<file path="config.mk">
export PLATFORM = sky130hd
export DESIGN_NAME = barrel_shift_word_sequencer_flat
export DESIGN_NICKNAME = d
export VERILOG_FILES = /design/src/rtl/shift_pkg.sv /design/src/rtl/barrel_shift_word_sequencer_if.sv /design/src/rtl/barrel_leftshifter_16bit.sv /design/src/rtl/barrel_shift_word_sequencer.sv /design/src/flat_wrapper.sv
export SDC_FILE = /design/constraint.sdc
export NUM_CORES = 1
export LEC_CHECK = 0
export CAP_MARGIN = 25
export CORE_AREA = 2 2 126 128
export CTS_BUF_LIST = sky130_fd_sc_hd__clkbuf_8
export DETAILED_ROUTE_END_ITERATION = 6
export DIE_AREA = 0 0 128 130
export DONT_BUFFER_PORTS = 1
export GPL_TIMING_DRIVEN = 1
export PLACE_DENSITY = 0.76
export REMOVE_ABC_BUFFERS = 1
export SETUP_SLACK_MARGIN = 0.4
export SYNTH_ARGS = -nofsm -noshare
export SYNTH_HDL_FRONTEND = slang
export SYNTH_SLANG_ARGS = --single-unit
</file>
<file path="constraint.sdc">
create_clock -name clk -period 7.07 [get_ports clk]
set_clock_uncertainty 0.1 [all_clocks]
set_input_delay 1.414 -clock clk [delete_from_list [all_inputs] [get_ports clk]]
set_output_delay 1.414 -clock clk [all_outputs]
set_load 0.05 [all_outputs]
</file>
<file path="src/rtl/shift_pkg.sv">
// Shared widths, FSM state type and the carry-spill helper for the word-serial shifter.
package shift_pkg;

  localparam int WORD_W = 16;
  localparam int AMT_W  = 4;

  typedef enum logic [1:0] {
    IDLE  = 2'd0,
    SHIFT = 2'd1,
    DONE  = 2'd2
  } state_t;

  localparam logic [AMT_W:0] SPILL_BASE = 5'd16;

  // Bits pushed out of the top of a word by a left shift of amt; amt=0 spills nothing
  // and must not evaluate a full-width right shift.
  function automatic logic [WORD_W-1:0] spill_bits(input logic [WORD_W-1:0] word,
                                                   input logic [AMT_W-1:0]  amt);
    logic [AMT_W:0] rsh;
    rsh = SPILL_BASE - {1'b0, amt};
    spill_bits = (amt == '0) ? '0 : (word >> rsh);
  endfunction

endpackage

</file>
<file path="src/rtl/barrel_shift_word_sequencer_if.sv">
// Command/result handshake bundle between operand source, sequencer and writeback.
interface barrel_shift_word_sequencer_if #(parameter int NWORDS = 4);
  import shift_pkg::*;

  localparam int W = WORD_W * NWORDS;

  logic             in_valid;
  logic             in_ready;
  logic [W-1:0]     in_data;
  logic [AMT_W-1:0] in_amt;
  logic             out_valid;
  logic             out_ready;
  logic [W-1:0]     out_data;
  logic             busy;

  modport slave (
    input  in_valid, in_data, in_amt, out_ready,
    output in_ready, out_valid, out_data, busy
  );

  modport master (
    output in_valid, in_data, in_amt, out_ready,
    input  in_ready, out_valid, out_data, busy
  );

endinterface

</file>
<file path="src/rtl/barrel_leftshifter_16bit.sv">
// 16-bit logarithmic barrel left shifter: one conditional power-of-two stage per amount bit.
module barrel_leftshifter_16bit
  import shift_pkg::*;
(
  input  logic [WORD_W-1:0] data,
  input  logic [AMT_W-1:0]  amt,
  output logic [WORD_W-1:0] result
);

  logic [WORD_W-1:0] stage [AMT_W+1];

  assign stage[0] = data;

  generate
    for (genvar gi = 0; gi < AMT_W; gi++) begin : g_stage
      assign stage[gi+1] = amt[gi] ? (stage[gi] << (2**gi)) : stage[gi];
    end
  endgenerate

  assign result = stage[AMT_W];

endmodule

</file>
<file path="src/rtl/barrel_shift_word_sequencer.sv">
// Word-serial multi-word left shifter: one 16-bit word per cycle, LSW first, with the
// bits spilled from each word OR-ed into the next; the carry out of the top word is dropped.
module barrel_shift_word_sequencer
  import shift_pkg::*;
#(
  parameter int NWORDS = 4
)
(
  input  logic                          clk,
  input  logic                          rst_n,
  barrel_shift_word_sequencer_if.slave  bus
);

  localparam int IDX_W = $clog2(NWORDS);
  localparam logic [IDX_W-1:0] LAST_IDX = IDX_W'(NWORDS - 1);

  state_t                         state_reg;
  logic [IDX_W-1:0]               idx_reg;
  logic [WORD_W-1:0]              carry_reg;
  logic [AMT_W-1:0]               amt_reg;
  logic [NWORDS-1:0][WORD_W-1:0]  operand_reg;
  logic [NWORDS-1:0][WORD_W-1:0]  result_reg;
  logic                           in_ready_reg;
  logic                           out_valid_reg;
  logic                           busy_reg;

  logic [WORD_W-1:0] cur_word;
  logic [WORD_W-1:0] shifted_word;

  assign cur_word = operand_reg[idx_reg];

  barrel_leftshifter_16bit u_shifter (
    .data   (cur_word),
    .amt    (amt_reg),
    .result (shifted_word)
  );

  assign bus.in_ready  = in_ready_reg;
  assign bus.out_valid = out_valid_reg;
  assign bus.out_data  = result_reg;
  assign bus.busy      = busy_reg;

  // out_valid rises on the same edge that writes the top word, so a result is
  // presented on the NWORDS+1-th edge counting the accept edge.
  always_ff @(posedge clk or negedge rst_n) begin
    if (!rst_n) begin
      state_reg     <= IDLE;
      idx_reg       <= '0;
      carry_reg     <= '0;
      amt_reg       <= '0;
      operand_reg   <= '0;
      result_reg    <= '0;
      in_ready_reg  <= 1'b1;
      out_valid_reg <= 1'b0;
      busy_reg      <= 1'b0;
    end else begin
      case (state_reg)
        IDLE: begin
          if (bus.in_valid && in_ready_reg) begin
            operand_reg  <= bus.in_data;
            amt_reg      <= bus.in_amt;
            idx_reg      <= '0;
            carry_reg    <= '0;
            in_ready_reg <= 1'b0;
            busy_reg     <= 1'b1;
            state_reg    <= SHIFT;
          end
        end
        SHIFT: begin
          result_reg[idx_reg] <= shifted_word | carry_reg;
          carry_reg           <= spill_bits(cur_word, amt_reg);
          idx_reg             <= idx_reg + 1'b1;
          if (idx_reg == LAST_IDX) begin
            out_valid_reg <= 1'b1;
            state_reg     <= DONE;
          end
        end
        DONE: begin
          if (bus.out_ready) begin
            out_valid_reg <= 1'b0;
            busy_reg      <= 1'b0;
            in_ready_reg  <= 1'b1;
            state_reg     <= IDLE;
          end
        end
        default: begin
          out_valid_reg <= 1'b0;
          busy_reg      <= 1'b0;
          in_ready_reg  <= 1'b1;
          state_reg     <= IDLE;
        end
      endcase
    end
  end

endmodule

</file>
<file path="src/flat_wrapper.sv">
// flat-port wrapper written by rule: the top's interface ports become plain ports
module barrel_shift_word_sequencer_flat import shift_pkg::*;
#(
  parameter int NWORDS = 4
)
  (clk, rst_n, bus_in_valid, bus_in_data, bus_in_amt, bus_out_ready, bus_in_ready, bus_out_valid, bus_out_data, bus_busy);
  barrel_shift_word_sequencer_if #(.NWORDS(NWORDS)) bus_i ();
  input  logic clk;
  input  logic rst_n;
  input wire logic [$bits(bus_i.in_valid)-1:0] bus_in_valid;
  input wire logic [$bits(bus_i.in_data)-1:0] bus_in_data;
  input wire logic [$bits(bus_i.in_amt)-1:0] bus_in_amt;
  input wire logic [$bits(bus_i.out_ready)-1:0] bus_out_ready;
  output wire logic [$bits(bus_i.in_ready)-1:0] bus_in_ready;
  output wire logic [$bits(bus_i.out_valid)-1:0] bus_out_valid;
  output wire logic [$bits(bus_i.out_data)-1:0] bus_out_data;
  output wire logic [$bits(bus_i.busy)-1:0] bus_busy;
  assign bus_i.in_valid = bus_in_valid;
  assign bus_i.in_data = bus_in_data;
  assign bus_i.in_amt = bus_in_amt;
  assign bus_i.out_ready = bus_out_ready;
  assign bus_in_ready = bus_i.in_ready;
  assign bus_out_valid = bus_i.out_valid;
  assign bus_out_data = bus_i.out_data;
  assign bus_busy = bus_i.busy;
  barrel_shift_word_sequencer #(.NWORDS(NWORDS)) u_core (.clk(clk), .rst_n(rst_n), .bus(bus_i));
endmodule
</file>
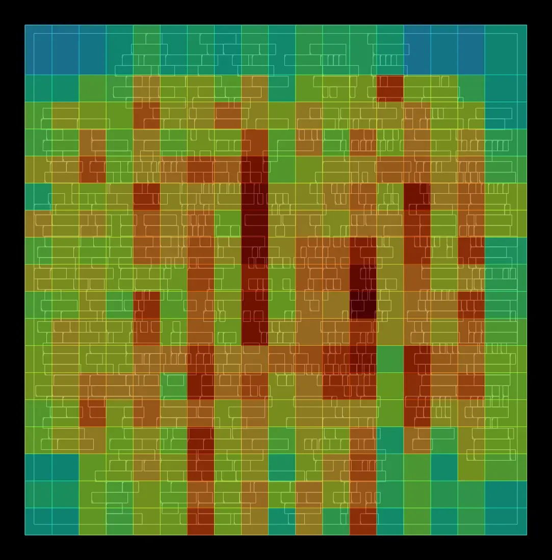
(images/congestion.png)
GRT met3 Usage: 8.20%
GR Layer Usage met1: 31.7%
post-layout util: 54.8%

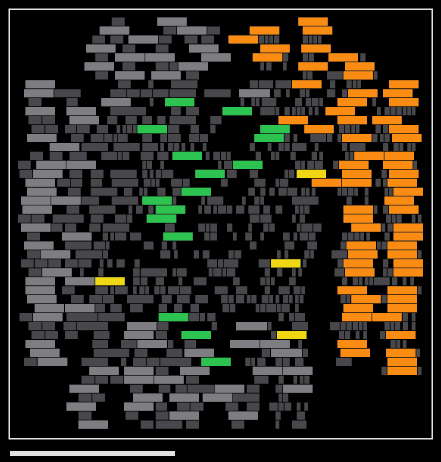
(images/flops_by_reg.png)
Scale bar: 50 um. Other sequential cells in the stronger grey, the rest of the logic in the fainter grey.
Yellow is `u_core.amt_reg`, flops 4. Green is `u_core.carry_reg`, flops 16. Orange is `u_core.bus.out_data`, flops 64, where a column on the right.

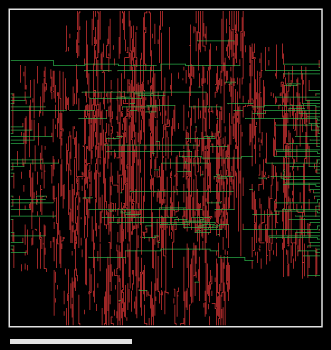
(images/wires.png)
Scale bar: 50 um. Only two layers are drawn.
Green is metal 3, wire length 1,750 um. Red is metal 2, wire length 9,740 um.
All-Layer GR Usage: 25.0%
DR vias: 5,761
drt wl/cell: 22.1 um
Total Wirelength: 20.2 mm

==> deck_impl_summary.md <==
Flow Results at a Glance

Cells and area
  • Comb area share: 45.8%
  • Number of diodes: 0
  • Final #Nets: 783
  • Multi-input gates: 518
  • Buffers, non-clock: 5
  • Invs w/o clock: 9
  • Num sequential: 155
  • Layout cell share with drive strength beyond 1: 21.7%

Placed design
  • Port bufs: 0
  • RD Place Congestion: 0.951

Critical path
  • Crit. path cell count: 8
  • CP Max Fanout: 27
  • Startpoint types: flop
  • Crit path max-delay family: adder cells

Global routing
  • GRT overflow: 0
  • Pin count of the biggest net entering global routing: 156
  • Vias in the first global route: 5,807

Drt
  • DR DRC count: 0
  • Routed Antenna Nets: 0

Status
  • Outcome: finished clean

Clocking
  • PostCTS Resize Cnt: 0

Floorplan
  • Fp_density: 51.9%
  • IO Count: 139
  • Core area: 15,400 sq um
  • Die W: 128 um

Synthesis
  • Mux area share: 24.7%
  • Post-synth regs: 155
  • Main synth FF type: dfrtp_1
  • Number of distinct library cells after synthesis: 56

Final timing
  • Final setup fails: 0

Run
  • Stage-log warning count: 30
-- final timing paths --
path	from	to	slack, ns
setup / recovery	u_core.amt_reg[1]	u_core.carry_reg[0]	3.25
hold / removal	u_core.carry_reg[14]	u_core.carry_reg[14]	0.39
setup reg to reg	u_core.amt_reg[1]	u_core.carry_reg[0]	3.25
hold reg to reg	u_core.carry_reg[14]	u_core.carry_reg[14]	0.39
max in group asynchronous	rst_n	u_core.bus.in_ready	6.11
min in group asynchronous	rst_n	u_core.carry_reg[12]	0.55
-- per-stage QoR --
stage,TNS [ns],area (sq um),utilization [%],instances
CTS,0,8450,54.8,911
global placement,0,8070,52.3,879
floorplan,-33.01,7780,-,682
finish,0,8450,54.8,911
detailed placement,0,8070,52.3,879
global route,0,8450,54.8,911
